--- src/rtl/mul_pkg.sv ---
// mul_pkg: shared types and constants for the RV32M multiply sequencer
package mul_pkg;

    localparam int XLEN = 32;

    typedef enum logic [1:0] {MUL, MULH, MULHSU, MULHU} mul_op_e;

    typedef enum logic [2:0] {IDLE, PREP, ITER, FIX, RESP, HIT} mul_state_e;

    typedef enum logic [1:0] {CLS_S, CLS_SU, CLS_U} sign_class_e;

    // MUL and MULH share a product, so they share a signedness class
    function automatic sign_class_e sign_class(input mul_op_e op);
        return op == MULHSU ? CLS_SU : op == MULHU ? CLS_U : CLS_S;
    endfunction

endpackage

--- src/rtl/mul_step.sv ---
// mul_step: one shift-add step folding a multiplier slice into the accumulator
module mul_step #(
    parameter int XLEN = 32,
    parameter int BITS = 4
) (
    input  logic [2*XLEN-1:0]         acc,
    input  logic [XLEN-1:0]           opb,
    input  logic [BITS-1:0]           bits,
    input  logic [$clog2(2*XLEN)-1:0] shamt,
    output logic [2*XLEN-1:0]         acc_next
);

    logic [2*XLEN-1:0] pp;

    // zero-extended partial product, shifted to its bit position and accumulated
    always_comb begin
        pp       = {{XLEN{1'b0}}, opb} * {{(2*XLEN-BITS){1'b0}}, bits};
        acc_next = acc + (pp << shamt);
    end

endmodule

--- src/rtl/mul_seq_ctrl.sv ---
// mul_seq_ctrl: iterative RV32M multiply sequencer with a one-entry result cache
module mul_seq_ctrl
    import mul_pkg::*;
#(
    parameter int BITS_PER_CYCLE = 4
) (
    input  logic            clk,
    input  logic            rst_n,
    input  logic            flush,
    input  logic            req_valid,
    output logic            req_ready,
    input  logic [1:0]      req_op,
    input  logic [XLEN-1:0] req_rs1,
    input  logic [XLEN-1:0] req_rs2,
    output logic            resp_valid,
    input  logic            resp_ready,
    output logic [XLEN-1:0] resp_data,
    output logic            busy
);

    localparam int ITERS = XLEN / BITS_PER_CYCLE;
    localparam int CW    = $clog2(ITERS);
    localparam int SW    = $clog2(2 * XLEN);

    mul_state_e        state, nxt;
    mul_op_e           op;
    logic [XLEN-1:0]   rs1, rs2, opa, opb, a_abs, b_abs;
    logic              neg;
    logic [2*XLEN-1:0] acc, acc_next;
    logic [CW-1:0]     cnt;
    logic [SW-1:0]     shamt;
    logic              c_valid;
    logic [XLEN-1:0]   c_rs1, c_rs2;
    sign_class_e       c_cls;
    logic [2*XLEN-1:0] c_prod;
    logic              accept, hit;

    assign req_ready  = state == IDLE;
    assign resp_valid = state == RESP || state == HIT;
    assign busy       = state != IDLE;
    assign resp_data  = !resp_valid ? '0 : op == MUL ? c_prod[XLEN-1:0] : c_prod[2*XLEN-1:XLEN];
    assign accept     = req_valid && req_ready && !flush;
    assign hit        = c_valid && req_rs1 == c_rs1 && req_rs2 == c_rs2
                        && c_cls == sign_class(mul_op_e'(req_op));
    assign a_abs      = rs1[XLEN-1] ? -rs1 : rs1;
    assign b_abs      = rs2[XLEN-1] ? -rs2 : rs2;
    assign shamt      = SW'(cnt * BITS_PER_CYCLE);

    mul_step #(.XLEN(XLEN), .BITS(BITS_PER_CYCLE)) u_step (
        .acc      (acc),
        .opb      (opb),
        .bits     (opa[BITS_PER_CYCLE-1:0]),
        .shamt    (shamt),
        .acc_next (acc_next)
    );

    // state register
    always_ff @(posedge clk or negedge rst_n) begin
        if (!rst_n) state <= IDLE;
        else        state <= nxt;
    end

    // next-state logic; flush overrides every transition
    always_comb begin
        nxt = state;
        unique case (state)
            IDLE:      if (accept) nxt = hit ? HIT : PREP;
            PREP:      nxt = ITER;
            ITER:      if (cnt == CW'(ITERS - 1)) nxt = FIX;
            FIX:       nxt = RESP;
            RESP, HIT: if (resp_ready) nxt = IDLE;
            default:   nxt = IDLE;
        endcase
        if (flush) nxt = IDLE;
    end

    // operand capture, magnitude prep, shift-add iteration and cache fill
    always_ff @(posedge clk or negedge rst_n) begin
        if (!rst_n) begin
            op      <= MUL;
            rs1     <= '0;
            rs2     <= '0;
            opa     <= '0;
            opb     <= '0;
            neg     <= 1'b0;
            acc     <= '0;
            cnt     <= '0;
            c_valid <= 1'b0;
            c_rs1   <= '0;
            c_rs2   <= '0;
            c_cls   <= CLS_S;
            c_prod  <= '0;
        end else begin
            if (accept) begin
                op  <= mul_op_e'(req_op);
                rs1 <= req_rs1;
                rs2 <= req_rs2;
            end
            if (state == PREP) begin
                opa <= op == MULHU ? rs1 : a_abs;
                opb <= (op == MUL || op == MULH) ? b_abs : rs2;
                neg <= op == MULHU ? 1'b0 : op == MULHSU ? rs1[XLEN-1] : rs1[XLEN-1] ^ rs2[XLEN-1];
                acc <= '0;
                cnt <= '0;
            end
            if (state == ITER) begin
                acc <= acc_next;
                opa <= opa >> BITS_PER_CYCLE;
                cnt <= cnt + CW'(1);
            end
            if (state == FIX && !flush) begin
                c_valid <= 1'b1;
                c_rs1   <= rs1;
                c_rs2   <= rs2;
                c_cls   <= sign_class(op);
                c_prod  <= neg ? -acc : acc;
            end
        end
    end

endmodule
--- config.mk ---
export PLATFORM = sky130hd
export DESIGN_NAME = mul_seq_ctrl
export DESIGN_NICKNAME = d
export VERILOG_FILES = /design/src/rtl/mul_pkg.sv /design/src/rtl/mul_step.sv /design/src/rtl/mul_seq_ctrl.sv
export SDC_FILE = /design/constraint.sdc
export NUM_CORES = 1
export LEC_CHECK = 0
export CORE_UTILIZATION = 55
export DETAILED_ROUTE_END_ITERATION = 6
export HOLD_SLACK_MARGIN = 0.1
export PLACE_DENSITY = 0.73
export SYNTH_ARGS = -nofsm -noshare
export SYNTH_HDL_FRONTEND = slang
export SYNTH_HIERARCHICAL = 1
export SYNTH_SLANG_ARGS = --single-unit
--- constraint.sdc ---
create_clock -name clk -period 9.4 [get_ports clk]
set_clock_uncertainty 0.1 [all_clocks]
set_input_delay 0.94 -clock clk [delete_from_list [all_inputs] [get_ports clk]]
set_output_delay 0.94 -clock clk [all_outputs]
set_load 0.03 [all_outputs]
### Placement view

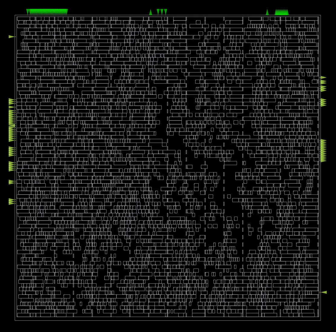
tapcell count: 664
register share of the cell area: 27.8%
CORE AREA: 48,800 sq um
Flops: 332

### Port wiring

(1 px per um)
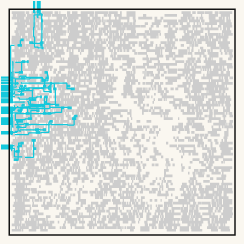
cyan -> `req_rs2`  # bits 32, direction input, edge 29 left, 3 top, end cells 61, buffers 32, wire 1,330 um

==> flow_summary_export.csv <==
group,metric,value,unit
outcome,run_status,"finished, final reports clean",
cells_and_area,n_clock_buffer,51,
synth,netlist_instances,3259,
cells_and_area,clk_share,4.39,%
cells_and_area,syn_to_final_growth,10.1,%
setup_path,cp.required,9760,ps
placed_design,postPlaceCellArea,28600,sq um
synth,yosysCellCount,3259,
timing,slew_headroom,23.6,%
timing,fmax,115,MHz
power,power_clock,0.00156,W
route,drtIter0Drc,2053,
synth,synth_top_area_share,30.6,%
synth,synth.largest_area_cell,"dfrtp_1",
setup_path,rrSetupSlack,680,ps
global_routing,grt_pass1_vias,23552,
global_routing,grt_busiest_layer,"met2",
synth,top_cell,"nand2_1",
global_routing,antenna_found_initial,0,
cells_and_area,fillers,4305,
timing,finalHoldViolCount,0,
route,dr.pass1.iters,5,
timing,tns,0,ps
floorplanning,die_h,224,um
setup_path,r2r_cells,31,
placed_design,post-place-ws,777,ps
placed_design,routabilityCongestion,0.981,
synth,ys_area,27200,sq um
power,power.group.top,"combinational cells",
power,total_power,0.0122,W
power,power_frac_comb,64.3,%
cells_and_area,buf_share,4.31,%
cells_and_area,finalInstanceArea,29900,sq um
timing,drv_slew,0,
clock_network,ctsResizeCount,0,
floorplanning,rows,81,
synth,ys_seq_share,30.6,%
clock_network,clkSinkCount,332,
power,pg_comb,0.00782,W
power,switchingPower,0.00624,W
synth,synth.top_cells.by_count,"510 x nand2_1, 332 x dfrtp_1, 238 x o21ai_0, 196 x nor2_1, 190 x a21oi_1",
global_routing,grt_pass1_wl,133000,um
route,drc_errors,0,
setup_path,crit_end,"acc[63]",
power,swShare,51.3,%
floorplanning,die_x,224,um
clock_network,cts_setup_buffers,0,
route,drt-met1-wl,36000,um
timing,tightest_slew,1150,ps
flow_run,warnings,29,
placed_design,port_buffers,105,
power,power.internal,0.00592,W
cells_and_area,finalNetCount,3496,
timing,rsz0062_at_grt,"false",
power,powerDensity,406,nW/um^2
clock_network,clk_latency,570,ps
power,p_seq_share,22.8,%
global_routing,grt-ovfl-total,0,
setup_path,worstPathArrival,9090,ps
timing,hold-worst-slack,228,ps
floorplanning,chip_area,50300,sq um
synth,logic_family,"AND-OR/OR-AND gates",
cells_and_area,lay_top_cells,"509 x nand2_1, 331 x dfrtp_1, 238 x o21ai_0",
route,dr.max_layer_used,"met4",
cells_and_area,final_common_cell,"nand2_1",
setup_path,slowest_stage,"or4_4",
synth,synthArstFlopShare,100,%
global_routing,use_met3,3.76,%
synth,syn_area_per_cell,8.34,sq um
timing,setup_viol,0,
floorplanning,floorplan.io_pins,106,
clock_network,cts_made_buffers,39,
route,vias,24294,
setup_path,crit_path_frequent_cell,"nand2_1",
clock_network,htree_levels,2,
### Ports around the boundary

(2 px per um) Pins as bars across the die edge, other pins in gray.
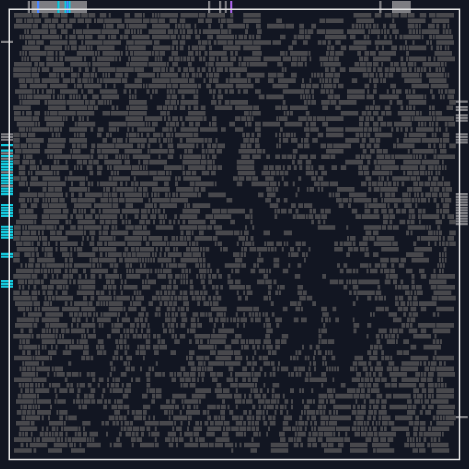
purple -> `flush`  # pins 1, direction input, edge top
blue -> `req_op`  # pins 2, direction input, edge top
cyan -> `req_rs2`  # pins 32, direction input, edge 29 left, 3 top
all pins by edge = 46 top, 37 left, 23 right

### Signal wires by layer

(1 px per um) Two of the layers only.
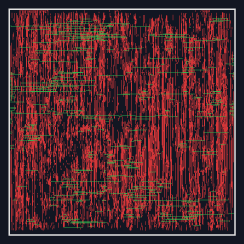
green -> met3  # wire length 4,410 um
red -> met2  # wire length 39.7 mm

Power is estimated from default activity; no workload was simulated.
